===== config.mk =====
export PLATFORM = sky130hd
export DESIGN_NAME = bcd_digit_cmp
export DESIGN_NICKNAME = d
export VERILOG_FILES = /design/src/rtl/guess_pkg.sv /design/src/rtl/bcd_digit_cmp.sv
export SDC_FILE = /design/constraint.sdc
export NUM_CORES = 1
export LEC_CHECK = 0
export ABC_CLOCK_PERIOD_IN_PS = 1670
export CAP_MARGIN = 10
export CORE_AREA = 3 3 40 42
export DETAILED_ROUTE_END_ITERATION = 10
export DIE_AREA = 0 0 43 45
export SLEW_MARGIN = 20
export SYNTH_ARGS = -nofsm -noshare
export SYNTH_HDL_FRONTEND = slang
export SYNTH_SLANG_ARGS = --single-unit

===== constraint.sdc =====
create_clock -name vclk -period 1.67
set_clock_uncertainty 0.15 [all_clocks]
set_input_delay 0.2505 -clock vclk [all_inputs]
set_output_delay 0.2505 -clock vclk [all_outputs]
set_load 0.005 [all_outputs]

===== src/rtl/guess_pkg.sv =====
// guess_pkg: shared types and constants for the guess-checking game stage.
//   state_t   : game FSM states
//   HINT_*    : hint output codes
//   DIGITS_DEFAULT, BCD_MAX : default digit count and largest legal BCD digit
//   clamp_bcd : forces any nibble above 9 down to 9
package guess_pkg;

  localparam int         DIGITS_DEFAULT = 4;
  localparam logic [3:0] BCD_MAX        = 4'd9;

  typedef enum logic [2:0] {
    ST_IDLE  = 3'd0,
    ST_ARMED = 3'd1,
    ST_CHECK = 3'd2,
    ST_WIN   = 3'd3,
    ST_LOSE  = 3'd4
  } state_t;

  localparam logic [1:0] HINT_NONE = 2'b00;
  localparam logic [1:0] HINT_LOW  = 2'b01;
  localparam logic [1:0] HINT_HIGH = 2'b10;
  localparam logic [1:0] HINT_EQ   = 2'b11;

  function automatic logic [3:0] clamp_bcd(input logic [3:0] d);
    clamp_bcd = (d > BCD_MAX) ? BCD_MAX : d;
  endfunction

endpackage


===== src/rtl/bcd_digit_cmp.sv =====
// bcd_digit_cmp: combinational compare of one guess digit against one secret
// digit. Both nibbles are clamped to 9 before comparing.
//   guess_digit, secret_digit : BCD nibbles
//   eq / lt / gt              : guess equal to / below / above secret
module bcd_digit_cmp
  import guess_pkg::*;
(
  input  logic [3:0] guess_digit,
  input  logic [3:0] secret_digit,
  output logic       eq,
  output logic       lt,
  output logic       gt
);

  logic [3:0] guess_s;
  logic [3:0] secret_s;

  // Clamp both digits and derive the three relations
  always_comb begin
    guess_s  = clamp_bcd(guess_digit);
    secret_s = clamp_bcd(secret_digit);
    eq       = (guess_s == secret_s);
    lt       = (guess_s <  secret_s);
    gt       = (guess_s >  secret_s);
  end

endmodule


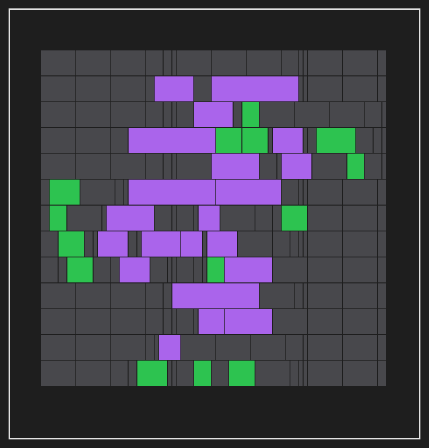
Run 1: cells colored by class
Fill, decap, tap and diode cells in gray.
legend:
  green:
    class: other buffers and delay cells
    cells: 14
  purple:
    class: all other logic
    cells: 21
num rows: 13
core area: 1280 um2

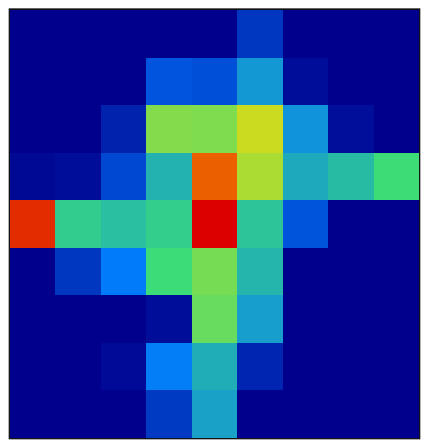
Run 1: signal metal coverage by tile
9 x 9 tiles, from dark blue (low) to red (high), scaled to the fullest tile. Values are wire area over tile area, all layers added.
mean over tiles: 0.042
tiles over half the peak: 12%
densest ninth of the die: center
nearly empty tiles: 51%

==> CHANGELOG.md, run 1 <==
## Flow update

* Slew HR at 0.900
* Worst setup margin at between 0.04 and 0.05 ns
* Final Wtd Congestion at between 0.5 and 0.6
* Final hold vios at 0
* Total GRT Usage at 0.0580
* Dpl cell area at 299 um2
* Worst slew pin tran at ~0.15 ns
* Critical Path RT at 1.27 ns
* Pre-CTS setup slack at -0.780 ns
* I/O pin count at 11
* Critical path class: input port to primary output
* Pwr/cell area at 326 nW/um2
* Layout area overhead at 138%
* Total power at approximately 0.13 mW
* Pre-Place Util at 0.130
* Number of I/O port buffers at 11
* Maxcap violations at 0
* Vias in the first global route at about 200
* Inserted Diodes at 0
* Fillers at 146
* Final #Nets at 49
* Complex Gates by Area at 0.271
* Remaining DRCs at 0
* Class of the worst hold path: input port to primary output
* Slew Limit Fails at 0
* Unrepaired setup endpoints after global routing: true
* Cts hold-fix bufs at 0
* DR vias at 193
* DRT iter0 DRCs at 1
* Net Count, Synth at 34
* OpenROAD warning count at 34
* Leak at around 0.18 nW
* FMAX at 0.617 GHz
* Cell count after synthesis at 22
* Initial antenna violation count at 0
* Adder-cell share of the synthesized area at 0.301
* Cell Area, Synth at between 150 and 200 um2
* Yosys stat area at 166 um2
* YS warnings at 0
* Final setup fails at 0
* Wire per inst at around 10 um
* Fin crit share at 0.971
* Mux area share at 0
* Hold depth at 5
* Die W at 43 um
* Xor+xnor area frac at 0
* Global-route wire length before repair at 903 um
* Largest net degree at the start of global routing at 5
* Yosys Instances at 22
* Die Size at 1940 um2
* Peak supply drop at 89.7 uV
* Status: completed
* Post-route cell area at just under 400 um2
* Via/cell ratio at 3.86
* Global route overflow at 0
* Main logic family: simple AND/OR/NAND/NOR gates
* ANT nets after route at 0
* Crit-path max FO at 3
* CP Launch Type: input port
* 1st-pass router iterations at 2
* Min Tclk post-route at about 1.6 ns
* Arr. time, crit path at 1.22 ns
* Comb area at 269 um2
* Wirelength, routed at 520 um
* Synth Area per Inst at roughly 7.6 um2
* Kind of end point of the critical path: primary output
* Die H at 45 um
* Basic Gates by Area at 0.383
* Seq. cell area at 0 um2
* Seq share, synth at 0
* Tally of clock buffers in the finished layout at 0
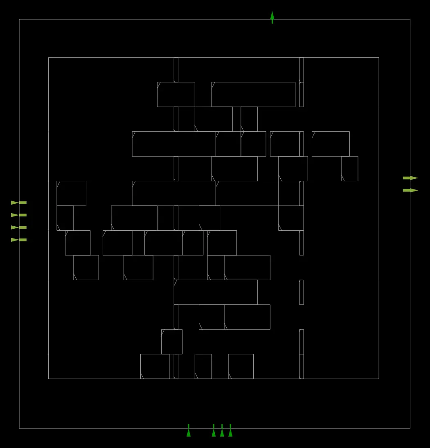
Run 1: placed standard cells
tap cells: 15
fraction of area in registers: 0
flop count: 0
fin util: 0.308

[run 1: placed cells by master, fill, tap and decap left out, types with 2 or more instances in the layout]
| cell | Yosys | routed |
|---|---|---|
| dlygate4sd2_1 | 0 | 2 |
| nand2_2 | 0 | 2 |
| buf_4 | 0 | 6 |
| buf_2 | 0 | 5 |
| ha_4 | 0 | 4 |
| nand2_4 | 0 | 2 |
| a21oi_2 | 1 | 2 |
| nor2b_4 | 1 | 3 |
[run 1: Yosys cell counts (all sizes together)]
master,number,area (um2)
ha,4,50.1
o21ai,1,5.00
and2,1,8.76
nor2b,3,26.3
o21bai,1,18.8
o21a,1,7.51
clkbuf,1,3.75
a21oi,2,13.8
nand2b,1,6.26
inv,1,3.75
nor2,2,7.51
nand2,4,15.0
[run 1: per-stage QoR]
stage | TNS [ns] | std cells | hold WS, ns
3_3_place_gp | -2.20 | 48 | 1.63
4_1_cts | 0 | 49 | 0.959
5_1_grt | -0.0103 | 50 | 0.922
2_1_floorplan | 0 | 22 | 0.726
3_5_place_dp | -2.22 | 48 | 1.65
6_report | 0 | 50 | 0.904
[run 1: routing by layer]
layer,global-route usage,routed length [um]
met1,0.0619,167
met2,0.132,321
met3,0,31
met4,0,0
met5,0,0
[run 1: power breakdown]
part	leakage [nW]	switching (mW)	internal [mW]
combinational	0.175	0.0536	0.0755
clock	0	0	0
sequential	0	0	0
total	0.175	0.0536	0.0755
[run 1: layout make-up]
class / instances / area share
inverter: 1 / 0.0222
multi-input combinational: 20 / 0.680
tap: 15 / 0.0475
timing repair buffer: 14 / 0.250
[run 1: cells by family (layout without fill, tap and decap cells)]
group | after synthesis | count (layout)
adders and majority gates | 4 | 4
buffers and inverters | 2 | 15
and+or+nand+nor | 11 | 11
AOI/OAI and AO/OA | 5 | 5
[run 1: worst max-delay path, cell delays in order]
cell	delay [ns]
buf_4	0.13
inv_6	0.07
nand2_4	0.05
ha_4	0.26
nor2b_4	0.14
o21bai_4	0.06
and2_4	0.14
buf_6	0.10
[run 1: worst paths after layout]
path	startpoint	endpoint	slack (ns)
min	guess_digit[3]	lt	0.90
max	secret_digit[3]	lt	0.05
[run 1: repair_timing]
item,in CTS,in global routing
setup buffers,1,1
endpoints found under the setup margin,3,3
pin swaps,10,8
resized,55,13
Run 1, drive-strength map:
The bar under the picture is 10 um long.
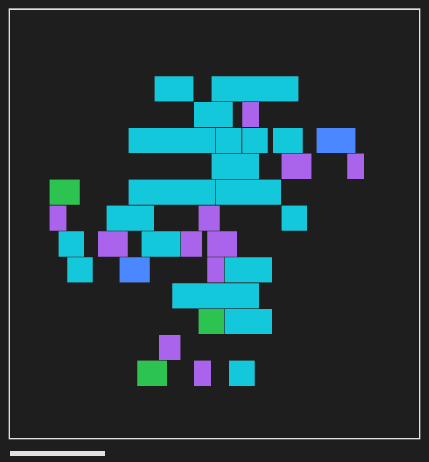

==> run 1 -> run 2 <==
==> constraint.sdc (replaced) <==
create_clock -name vclk -period 1.67
set_clock_uncertainty 0.15 [all_clocks]
set_input_delay 0.334 -clock vclk [all_inputs]
set_output_delay 0.334 -clock vclk [all_outputs]
set_load 0.005 [all_outputs]
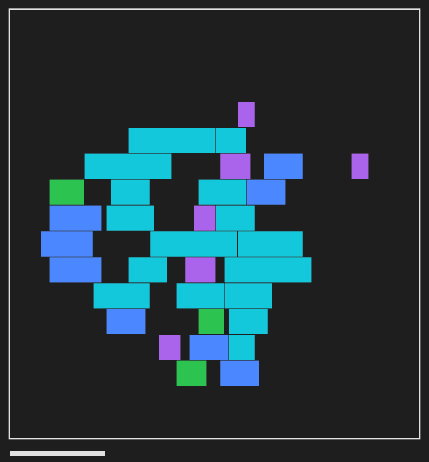
Run 2: drive-strength map
The bar under the picture is 10 um long.
legend:
  purple:
    size: drive 2
    cells: 6
  blue:
    size: drive 6 and up
    cells: 8
  cyan:
    size: drive 3 to 4
    cells: 16
  green:
    size: drive 1 or less
    cells: 3
Layout area overhead: 163%
post-route cell area: 438 um2

==> run 2 against run 1 <==
Compared with the run above:
- the flow now finishes with violations (setup timing)
- core utilization is 3.3 points higher
- routed wire length down 2.9%
- via count is 1.6% higher
- fmax shrank 9.4%
- global-route usage shrank 0.41 points
- synthesized cell count did not move
- clock-buffer cell count is the same
- first-iteration DRC count is 100% lower
- non-clock buffer count fell by 2
- die size stayed put
- critical path depth is the same
- critical path type unchanged
- critical endpoint unchanged
- highest routed layer unchanged
==> CHANGELOG.md, run 2 <==
## Flow update

* Status: finished with violations
* Failing checks: setup timing
* Class of the worst hold path: input port to primary output
* Clock power frac at 0 (unchanged)
* Final setup fails at 3 (+3)
* Final hold vios at 0 (unchanged)
* Yosys stat area at 166 um2 (unchanged)
* Core area at 1280 um2 (unchanged)
* Cts hold-fix bufs at 0 (unchanged)
* Die Size at 1940 um2 (unchanged)
* Cell count after synthesis at 22 (unchanged)
* Pwr/cell area at 328 nW/um2 (+0.44%)
* Synth top cells by count: ha_1, nand2_1, nor2_1, nor2b_1
* Wire per inst at 10.5 um (+1.2%)
* Global-route wire length before repair at 821 um (-9.1%)
* DRT iter0 DRCs at 0 (-1)
* Worst setup margin at -0.120 ns (-0.168 ns)
* Kind of end point of the critical path: primary output
* Most numerous logic cells after layout: ha_4, buf_6, nand2_4, nor2b_4, buf_8
* Layout Cells excl Fill at 48 (-4.0%)
* Sw Ratio at 0.401 (-0.0140)
* Critical Path RT at 1.19 ns (-0.08 ns)
* OpenROAD warning count at 35 (+2.9%)
* Tally of clock buffers in the finished layout at 0 (unchanged)
* Hold slack at 1.07 ns (+0.165 ns)
* Total GRT Usage at 0.0539 (-0.00415)
* Final #Nets at 47 (-4.1%)
* Critical path class: input port to primary output
* Cell Area, Synth at 166 um2 (unchanged)
* Hold depth at 5 (unchanged)
* Largest net degree at the start of global routing at 5 (unchanged)
* Remaining DRCs at 0 (unchanged)
* Crit-path max FO at 2 (-1)
* Placed Cells at 47 (-2.1%)
* Inserted Diodes at 0 (unchanged)
* Hold worst-path end: gt
* Number of I/O port buffers at 11 (unchanged)
* Slew Limit Fails at 0 (unchanged)
* Internal power at 0.0860 mW (+14%)
* Arr. time, crit path at 1.31 ns (+0.09 ns)
* Seq share, synth at 0 (unchanged)
* FMAX at 0.559 GHz (-9.4%)
* Leak at 0.186 nW (+5.9%)
* Num rows at 13 (unchanged)
* Sequential share of power at 0 (unchanged)
* CP Launch Type: input port
* Total power at 0.144 mW (+11%)
* Synth area leader: ha_1
* Most used cell, CP: buf_6
* Die W at 43 um (unchanged)
* DR vias at 196 (+1.6%)
* Highest-delay cell along the critical path: o21a_1
* Final setup TNS at -0.254 ns (-0.254 ns)
* Fin crit share at 1.07 (+0.101)
* Via/cell ratio at 4.08 (+5.8%)
* Maxcap violations at 0 (unchanged)
## run 2: cell count changes in the layout (fill, tap and decap cells not counted), moves of 3 or more
cell and delta:
buf_6 +3, buf_2 -3, buf_8 +3, buf_4 -5
## run 2: final cells by class
type	instances	area, um2
fill	138	847
inverter	1	11.3
timing repair buffer	12	126
tap	15	18.8
multi-input combinational	20	282
## run 2: cells by family (layout without fill, tap and decap cells)
group,after synthesis,after routing,synth area share
compound gates,5,5,0.271
buf+inv,2,13,0.0451
simple gates,11,11,0.383
fa+ha+maj,4,4,0.301
## run 2: per-stage QoR
step,utilization,setup WS [ns],instance area (um2)
2_1_floorplan,-,0.0606,166
3_3_place_gp,0.227,-0.940,292
3_5_place_dp,0.227,-0.966,292
4_1_cts,0.317,-0.148,408
5_1_grt,0.341,-0.159,438
6_report,0.341,-0.120,438
## run 2: power groups by stage
stage | registers (mW) | clock network, mW | logic (mW)
2_1_floorplan | 0 | 0 | 0.0470
5_1_grt | 0 | 0 | 0.154
6_report | 0 | 0 | 0.144
3_5_place_dp | 0 | 0 | 0.0914
4_1_cts | 0 | 0 | 0.134
3_3_place_gp | 0 | 0 | 0.0898
## run 2: worst max path at each step
stage	slack [ns]	startpoint	depth (start not counted)	to
5_1_grt	-0.16	secret_digit[3]	8	gt
4_1_cts	-0.15	guess_digit[1]	8	lt
3_5_place_dp	-0.97	guess_digit[3]	7	lt
3_3_place_gp	-0.94	guess_digit[3]	7	lt
6_report	-0.12	guess_digit[2]	8	lt
2_1_floorplan	0.06	guess_digit[1]	5	lt
## run 2: routing by layer
| metal | vias to the layer above | global-route usage | routed length, um |
|---|---|---|---|
| li1 | 95 | - | - |
| met1 | 95 | 0.0595 | 179 |
| met2 | 6 | 0.120 | 304 |
| met3 | 0 | 0 | 21 |
| met4 | 0 | 0 | 0 |
| met5 | - | 0 | 0 |
## run 2: repair_timing
item                       CTS  global route
resized                     74             5
setup buffers                1             0
setup endpoints to repair    3             3
pin swaps                   11             6
Run 2, cells colored by class:
Fill, decap, tap and diode cells in gray.
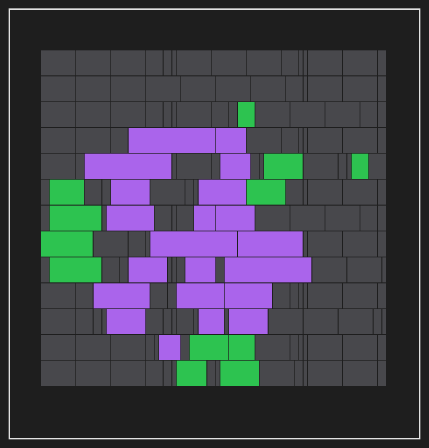

==> run 2 -> run 3 <==
--- a/config.mk
+++ b/config.mk
@@ -6,10 +6,12 @@
 export NUM_CORES = 1
 export LEC_CHECK = 0
 export ABC_CLOCK_PERIOD_IN_PS = 1670
-export CAP_MARGIN = 10
+export CAP_MARGIN = 20
 export CORE_AREA = 3 3 40 42
 export DETAILED_ROUTE_END_ITERATION = 10
 export DIE_AREA = 0 0 43 45
+export MAX_ROUTING_LAYER = met4
+export SETUP_SLACK_MARGIN = 0.1
 export SLEW_MARGIN = 20
 export SYNTH_ARGS = -nofsm -noshare
 export SYNTH_HDL_FRONTEND = slang
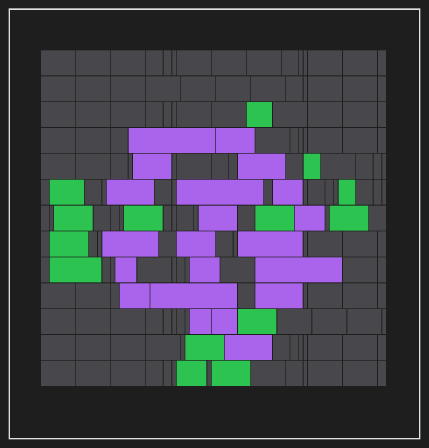
Run 3: cells colored by class
Fill, decap, tap and diode cells in gray.
legend:
  purple:
    class: all other logic
    cells: 21
  green:
    class: other buffers and delay cells
    cells: 14

==> run 3 against run 2 <==
Compared with the run above:
- the flow still finishes with violations (setup timing)
- die size unchanged
- sequential share of layout area unchanged
- fmax fell by 0.39%
- routed wire length down 3.8%
- clock-buffer cell count unchanged
- flip-flop count unchanged
- largest power group unchanged
==> CHANGELOG.md, run 3 <==
## Flow update

* Highest-delay cell along the critical path: ha_4
* Final setup TNS at -0.238 ns (+0.0156 ns)
* Mux area share at 0 (unchanged)
* Synth top cells by count: ha_1, nand2_1, nor2_1, nor2b_1
* Final #Nets at 49 (+4.3%)
* Main logic family: simple AND/OR/NAND/NOR gates
* Post-route cell area at 450 um2 (+2.9%)
* Most numerous logic cells after layout: buf_6, ha_4, nor2b_4, nand2_4
* Fin util at 0.351 (+0.00974)
* Crit-path max FO at 3 (+1)
* Cell Area, Synth at 166 um2 (unchanged)
* Critical path class: input port to primary output
* Total GRT Usage at 0.0529 (-0.000951)
* Adder-cell share of the synthesized area at 0.301 (unchanged)
* Class of the worst hold path: input port to primary output
* Seq share, synth at 0 (unchanged)
* Xor+xnor area frac at 0 (unchanged)
* Core area at 1280 um2 (unchanged)
* Kind of end point of the critical path: primary output
* Internal power at 0.0896 mW (+4.2%)
* Failing checks: setup timing
* CP Launch Type: input port
* DRT iter0 DRCs at 0 (unchanged)
* Yosys stat area at 166 um2 (unchanged)
* Final hold vios at 0 (unchanged)
* Status: finished with violations
* FMAX at 0.556 GHz (-0.39%)
* Sequential share of power at 0 (unchanged)
* Cell count after synthesis at 22 (unchanged)
* Via/cell ratio at 3.78 (-7.4%)
* Worst setup margin at -0.127 ns (-0.00707 ns)
* Final setup fails at 3 (unchanged)
* Largest net degree at the start of global routing at 5 (unchanged)
* Critical Path RT at 1.19 ns (about the same)
* DR vias at 189 (-3.6%)
* Hold depth at 5 (unchanged)
* Fin crit share at 1.08 (+0.00424)
* Most used cell, CP: buf_6
* Inserted Diodes at 0 (unchanged)
* Clock power frac at 0 (unchanged)
* Dpl cell area at 299 um2 (+2.6%)
* Fillers at 137 (-0.72%)
* Pwr/cell area at 327 nW/um2 (-0.29%)
* Placed Cells at 48 (+2.1%)
* Wire per inst at 9.72 um (-7.6%)
* Die Size at 1940 um2 (unchanged)
* Complex Gates by Area at 0.271 (unchanged)
[run 3: power groups by stage]
| stage | Clock, mW | Combinational [mW] | Sequential [mW] |
|---|---|---|---|
| after CTS | 0 | 0.136 | 0 |
| after floorplan | 0 | 0.0471 | 0 |
| after global placement | 0 | 0.0924 | 0 |
| final | 0 | 0.147 | 0 |
| after detailed placement | 0 | 0.0930 | 0 |
| after global routing | 0 | 0.159 | 0 |
[run 3: repair_timing]
| action | CTS | global route |
|---|---|---|
| hold buffers | 0 | 0 |
| endpoints found under the hold margin | 0 | 0 |
| buffers inserted | 2 | 0 |
| gates resized | 69 | 7 |
| pin swaps | 10 | 5 |
| setup endpoints to repair | 3 | 3 |
| cloned | 0 | 0 |
[run 3: cell type report]
| cell class | instances | area share |
|---|---|---|
| Multi-Input combinational cell | 20 | 0.625 |
| Timing Repair Buffer | 14 | 0.314 |
| Tap cell | 15 | 0.0417 |
| Inverter | 1 | 0.0194 |
[run 3: logic make-up (layout without fill, tap and decap cells)]
group                      after synthesis  in the layout
AOI/OAI and AO/OA                        5              5
and+or+nand+nor                         11             11
buffers and inverters                    2             15
adders and majority gates                4              4
[run 3: worst paths after layout]
kind / startpoint / end / slack [ns]
max: secret_digit[3] / lt / -0.13
min: guess_digit[3] / lt / 1.03
[run 3: metal layers]
metal	wire length (um)	share of wire	vias to the layer above	GRT usage
li1	-	-	99	-
met1	176	0.36	83	0.0595
met2	271	0.56	7	0.108
met3	38	0.078	0	0.00398
met4	0	0	0	0
met5	0	0	-	-
[run 3: critical path, delay by kind of cell]
| kind | cells | cell delay, ns |
|---|---|---|
| fa+ha+maj | 1 | 0.27 |
| compound gates | 1 | 0.17 |
| simple gates | 2 | 0.20 |
| buf+inv | 4 | 0.35 |
[run 3: stage by stage]
stage          hold WS [ns]  worst slack [ns]
5_1_grt                1.04            -0.169
3_3_place_gp           1.78            -0.930
4_1_cts                1.07            -0.140
3_5_place_dp           1.79            -0.919
6_report               1.03            -0.127
2_1_floorplan         0.869            0.0783
Power and IR drop assume default switching activity.
